==> src/rtl/rv32_pkg.sv <==
// Shared RV32I definitions for the load/store path: funct3 codes, LSU state
// encoding and the op legality check.
package rv32_pkg;

  localparam logic [2:0] F3_LB  = 3'b000;
  localparam logic [2:0] F3_LH  = 3'b001;
  localparam logic [2:0] F3_LW  = 3'b010;
  localparam logic [2:0] F3_LBU = 3'b100;
  localparam logic [2:0] F3_LHU = 3'b101;
  localparam logic [2:0] F3_SB  = 3'b000;
  localparam logic [2:0] F3_SH  = 3'b001;
  localparam logic [2:0] F3_SW  = 3'b010;

  typedef enum logic [1:0] {
    IDLE = 2'd0,
    REQ  = 2'd1,
    DONE = 2'd2,
    ERR  = 2'd3
  } lsu_state_e;

  // An op is legal only if exactly one of load/store is set and funct3 fits it.
  function automatic logic op_illegal(input logic is_load, input logic is_store,
                                      input logic [2:0] f3);
    logic ld_ok;
    logic st_ok;
    ld_ok = (f3 == F3_LB) || (f3 == F3_LH) || (f3 == F3_LW) ||
            (f3 == F3_LBU) || (f3 == F3_LHU);
    st_ok = (f3 == F3_SB) || (f3 == F3_SH) || (f3 == F3_SW);
    return (is_load == is_store) || (is_load && !ld_ok) || (is_store && !st_ok);
  endfunction

endpackage

==> src/rtl/lsu_align.sv <==
// Byte-lane logic: store byte enables and replication, load byte/half
// extraction with sign/zero extension, and natural-alignment check.
module lsu_align
  import rv32_pkg::*;
(
  input  logic [2:0]  funct3,
  input  logic [1:0]  addr_lo,
  input  logic [31:0] store_data,
  input  logic [31:0] mem_rdata,
  output logic [3:0]  be,
  output logic [31:0] wdata,
  output logic [31:0] load_ext,
  output logic        misaligned
);

  logic [7:0]  w_byte;
  logic [15:0] w_half;

  assign w_byte = mem_rdata[{addr_lo, 3'b000} +: 8];
  assign w_half = mem_rdata[{addr_lo[1], 4'b0000} +: 16];

  // funct3[1:0] carries the access size; funct3[2] selects zero extension.
  always_comb begin
    be         = 4'b0000;
    wdata      = 32'h0;
    load_ext   = 32'h0;
    misaligned = 1'b0;
    case (funct3[1:0])
      2'b00: begin
        be       = 4'(4'b0001 << addr_lo);
        wdata    = {4{store_data[7:0]}};
        load_ext = funct3[2] ? {24'h0, w_byte} : {{24{w_byte[7]}}, w_byte};
      end
      2'b01: begin
        be         = addr_lo[1] ? 4'b1100 : 4'b0011;
        wdata      = {2{store_data[15:0]}};
        load_ext   = funct3[2] ? {16'h0, w_half} : {{16{w_half[15]}}, w_half};
        misaligned = addr_lo[0];
      end
      2'b10: begin
        be         = 4'b1111;
        wdata      = store_data;
        load_ext   = mem_rdata;
        misaligned = (addr_lo != 2'b00);
      end
      default: ;
    endcase
  end

endmodule

==> src/rtl/lsu_unit.sv <==
// RV32I load/store unit: one data-memory transaction per start, with
// req/ready handshake, fault detection and handshake timeout.
module lsu_unit
  import rv32_pkg::*;
#(
  parameter int unsigned TIMEOUT_CYCLES = 255
) (
  input  logic        clk,
  input  logic        rst,
  input  logic        start,
  input  logic        is_load,
  input  logic        is_store,
  input  logic [2:0]  funct3,
  input  logic [31:0] addr,
  input  logic [31:0] store_data,
  input  logic [31:0] mem_rdata,
  input  logic        mem_ready,
  output logic        mem_req,
  output logic        mem_we,
  output logic [31:0] mem_addr,
  output logic [3:0]  mem_be,
  output logic [31:0] mem_wdata,
  output logic [31:0] load_data,
  output logic        busy,
  output logic        done,
  output logic        misaligned,
  output logic        illegal,
  output logic        timeout
);

  localparam int unsigned CNT_W   = (TIMEOUT_CYCLES < 2) ? 1 : $clog2(TIMEOUT_CYCLES);
  localparam int unsigned TO_LAST = (TIMEOUT_CYCLES == 0) ? 0 : TIMEOUT_CYCLES - 1;
  localparam bit          TO_EN   = (TIMEOUT_CYCLES != 0);

  lsu_state_e        r_state;
  lsu_state_e        w_next;
  logic [31:0]       r_addr;
  logic [2:0]        r_funct3;
  logic              r_is_load;
  logic              r_we;
  logic [3:0]        r_be;
  logic [31:0]       r_wdata;
  logic [31:0]       r_load_data;
  logic              r_ill;
  logic              r_mis;
  logic              r_to;
  logic [CNT_W-1:0]  r_cnt;

  logic [2:0]        w_f3;
  logic [1:0]        w_alo;
  logic [3:0]        w_be;
  logic [31:0]       w_wdata;
  logic [31:0]       w_load_ext;
  logic              w_al_mis;
  logic              w_illegal;
  logic              w_fault;
  logic              w_to_hit;

  // Lane logic sees the live op while idle and the captured op afterwards.
  assign w_f3  = (r_state == IDLE) ? funct3 : r_funct3;
  assign w_alo = (r_state == IDLE) ? addr[1:0] : r_addr[1:0];

  lsu_align u_align (
    .funct3     (w_f3),
    .addr_lo    (w_alo),
    .store_data (store_data),
    .mem_rdata  (mem_rdata),
    .be         (w_be),
    .wdata      (w_wdata),
    .load_ext   (w_load_ext),
    .misaligned (w_al_mis)
  );

  assign w_illegal = op_illegal(is_load, is_store, funct3);
  assign w_fault   = w_illegal | w_al_mis;
  assign w_to_hit  = TO_EN && !mem_ready && (r_cnt == CNT_W'(TO_LAST));

  always_ff @(posedge clk or posedge rst) begin
    if (rst) r_state <= IDLE;
    else     r_state <= w_next;
  end

  always_comb begin
    w_next = r_state;
    case (r_state)
      IDLE: if (start) w_next = w_fault ? ERR : REQ;
      REQ: begin
        if (mem_ready)     w_next = DONE;
        else if (w_to_hit) w_next = ERR;
      end
      DONE:    w_next = IDLE;
      ERR:     w_next = IDLE;
      default: w_next = IDLE;
    endcase
  end

  // Transaction capture, handshake counter and load result.
  always_ff @(posedge clk or posedge rst) begin
    if (rst) begin
      r_addr      <= 32'h0;
      r_funct3    <= 3'b000;
      r_is_load   <= 1'b0;
      r_we        <= 1'b0;
      r_be        <= 4'b0000;
      r_wdata     <= 32'h0;
      r_load_data <= 32'h0;
      r_ill       <= 1'b0;
      r_mis       <= 1'b0;
      r_to        <= 1'b0;
      r_cnt       <= '0;
    end else begin
      case (r_state)
        IDLE: begin
          if (start) begin
            r_addr    <= addr;
            r_funct3  <= funct3;
            r_is_load <= is_load;
            r_we      <= is_store & ~is_load;
            r_be      <= is_load ? 4'b1111 : w_be;
            r_wdata   <= is_load ? 32'h0 : w_wdata;
            r_ill     <= w_illegal;
            r_mis     <= ~w_illegal & w_al_mis;
            r_to      <= 1'b0;
            r_cnt     <= '0;
          end
        end
        REQ: begin
          if (mem_ready) begin
            if (r_is_load) r_load_data <= w_load_ext;
          end else begin
            r_cnt <= r_cnt + CNT_W'(1);
            if (w_to_hit) r_to <= 1'b1;
          end
        end
        default: ;
      endcase
    end
  end

  // Outputs decode from registered state so they clear with async reset.
  always_comb begin
    mem_req    = (r_state == REQ);
    busy       = (r_state != IDLE);
    done       = (r_state == DONE) || (r_state == ERR);
    misaligned = done & r_mis;
    illegal    = done & r_ill;
    timeout    = done & r_to;
    mem_we     = r_we;
    mem_addr   = {r_addr[31:2], 2'b00};
    mem_be     = r_be;
    mem_wdata  = r_wdata;
    load_data  = r_load_data;
  end

endmodule
==> config.mk <==
export PLATFORM = sky130hd
export DESIGN_NAME = lsu_unit
export DESIGN_NICKNAME = d
export VERILOG_FILES = /design/src/rtl/rv32_pkg.sv /design/src/rtl/lsu_align.sv /design/src/rtl/lsu_unit.sv
export SDC_FILE = /design/constraint.sdc
export NUM_CORES = 1
export LEC_CHECK = 0
export CAP_MARGIN = 5
export CORE_ASPECT_RATIO = 1.5
export CORE_MARGIN = 2
export CORE_UTILIZATION = 36
export CTS_BUF_LIST = sky130_fd_sc_hd__clkbuf_4
export CTS_CLUSTER_DIAMETER = 80
export CTS_CLUSTER_SIZE = 14
export DETAILED_ROUTE_END_ITERATION = 16
export PLACE_DENSITY_LB_ADDON = 0.1
export SETUP_SLACK_MARGIN = 0.3
export SLEW_MARGIN = 25
export SYNTH_ARGS = -nofsm -noshare
export SYNTH_HDL_FRONTEND = slang
export SYNTH_SLANG_ARGS = --single-unit
==> constraint.sdc <==
create_clock -name clk -period 9.7 [get_ports clk]
set_input_delay 2.425 -clock clk [delete_from_list [all_inputs] [get_ports clk]]
set_output_delay 2.425 -clock clk [all_outputs]
set_load 0.1 [all_outputs]
Figure 1. Routed metal per tile.
22 x 33 tiles, from dark blue (low) to red (high), scaled to the fullest tile. Values are wire area over tile area, all layers added.
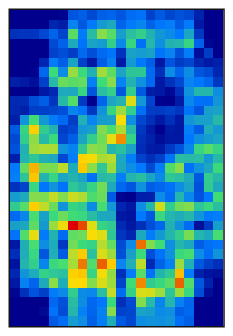
The mean over all tiles is 0.17. The fullest tile reaches 0.56. 17% of the tiles are over half the peak. The emptiest ninth of the die: north-west. 9.2% of the tiles are nearly empty.
Final Routed Wirelength: 19400 µm
drt wl/cell: 18.2 µm
via count: 5676
GRT Overall Usage: 0.213

Figure 2. Floorplan with the power grid.
Scale bar: 20 µm. Pins as bars on the die edge. Tap cells in grey.
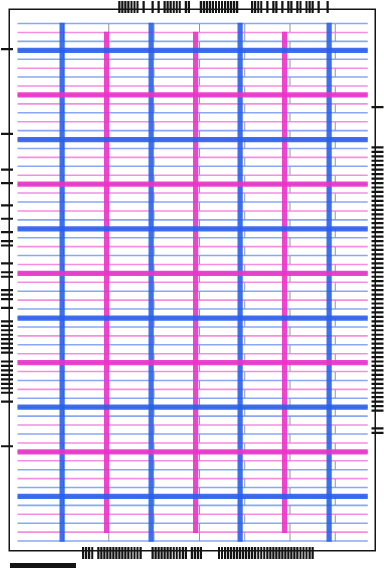
Key: blue = VSS; magenta = VDD
11 straps on met5. The core has 58 rows.

==> results.py <==
# Auto-generated metrics
metrics = {
    "clock_network": {
        "clock-sinks": 118,
        "clock_path_buffers": 2,
        "cts_hold_buf": 0,
        "cts_buffers": 17,
        "root_buffer": "clkbuf_4",
        "insertion_delay_ps": 540,
        "cts_resized": 0,
    },
    "min_path": {
        "hold_depth": 2,
        "hp-start": "r_addr[27]",
        "holdPathEnd": "r_addr[27]",
        "hold_class": "flip-flop to flip-flop",
    },
    "worst_setup_path": {
        "worstSetupEndpointType": "output pin",
        "cp_top_family": "buffers and inverters",
        "critical_path.slowest_cell": "clkdlybuf4s50_1",
        "crit_cells": 3,
        "crit_fanout": 21,
        "path_cells": "nor2_4, inv_1, clkdlybuf4s50_1",
        "r2r_end": "mem_wdata[2]",
        "crit_end": "busy",
        "reg2reg_slack_ps": 6170,
        "reg2reg_depth": 5,
        "critPathBufInv": 2,
    },
    "finish": {
        "signal_buffers": 214,
        "num-nonclk-inverters": 14,
        "comb_area_frac": 0.326,
        "lay_top_count": "clkdlybuf4s50_1",
        "clk_share": 0.0324,
        "num-multi-input-gates": 477,
        "clkbuf_count": 17,
        "antennaDiodeCount": 1,
        "largest_cell_class": "flip-flops and latches",
        "comb_area_mm2": 0.00274,
        "drive_above_1_share": 0.0854,
        "n_fill_cell": 1618,
        "seq_area_mm2": 0.00295,
    },
    "synthesis": {
        "ys_ff": 118,
        "ys_area_mm2": 0.00619,
        "topCellsByArea": "dfrtp_1 48%, nand2_1 12%, buf_4 3.9%",
        "netlist_logic_family_top": "AND-OR/OR-AND gates",
        "yosys-top-cells-count": "195 x nand2_1, 118 x dfrtp_1, 41 x o21ai_0",
        "netlist-cell-type-count": 60,
        "yosysTopAreaCell": "dfrtp_1",
        "ys_sh_xor": 0.00849,
        "synth_top_area_share": 0.477,
        "simple_gate_share": 0.175,
        "synth_cells": 685,
        "synthAoiAreaFrac": 0.224,
        "muxShareOfSynthArea": 0.0188,
        "ys_warn_count": 0,
        "ys_sh_adder": 0.0141,
        "post-synth-top-count-cell": "nand2_1",
        "ff_type": "dfrtp_1",
    },
    "floorplan": {
        "taps": 210,
        "die_h_um": 165,
        "dieArea_mm2": 0.0183,
    },
    "grt": {
        "overflow": 0,
        "met1_usage": 0.248,
        "grt_max_degree": 67,
        "grt_use_met3": 0.0477,
        "grt_pass1_vias": 5866,
        "grt_pass1_wl_um": 31100,
        "antenna_found_initial": 1,
        "met2_usage": 0.379,
    },
    "timing": {
        "fin_tns_setup_ps": 0,
        "fin_worst_skew_ps": 27.8,
        "finalClockPeriodUsage": 0.542,
        "rsz0062_at_grt": "false",
        "slew_headroom": 0.276,
        "worst_slack_ps": 4450,
        "worst_hold_slack_ps": 491,
        "tightest_slew_ps": 1080,
        "finalCriticalPeriod_ps": 5250,
    },
    "placement": {
        "dp_cells": 1033,
        "pre_cts_slack_ps": 4090,
        "dp_hpwl_um": 13900,
        "gp_congestion": 0.835,
        "port_buffers": 209,
    },
    "detailed_routing": {
        "wl_met1_um": 7620,
        "viasPerCell": 5.32,
        "met2_length_um": 10100,
        "drtPass1Iterations": 5,
        "ant_nets": 0,
    },
    "run": {
        "drv_cap": 0,
    },
    "run_status": {
        "outcome": "finished clean",
    },
}
Figure 3. Cells coloured by class.
Fill, decap, tap and diode cells in grey.
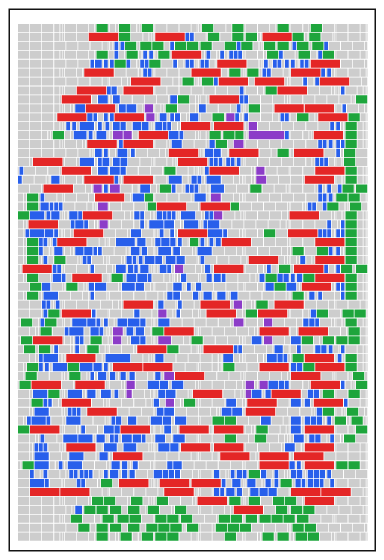
Key: red = flops [cells 118]; green = other buffers and delay cells [cells 214]; purple = clock drivers and dummy loads [cells 32]; blue = combinational and other logic [cells 491]
row count: 58
post-layout util: 0.500
fraction of area in registers: 0.351
total core area: 0.0168 mm²
Design Area, Final: 0.00842 mm²

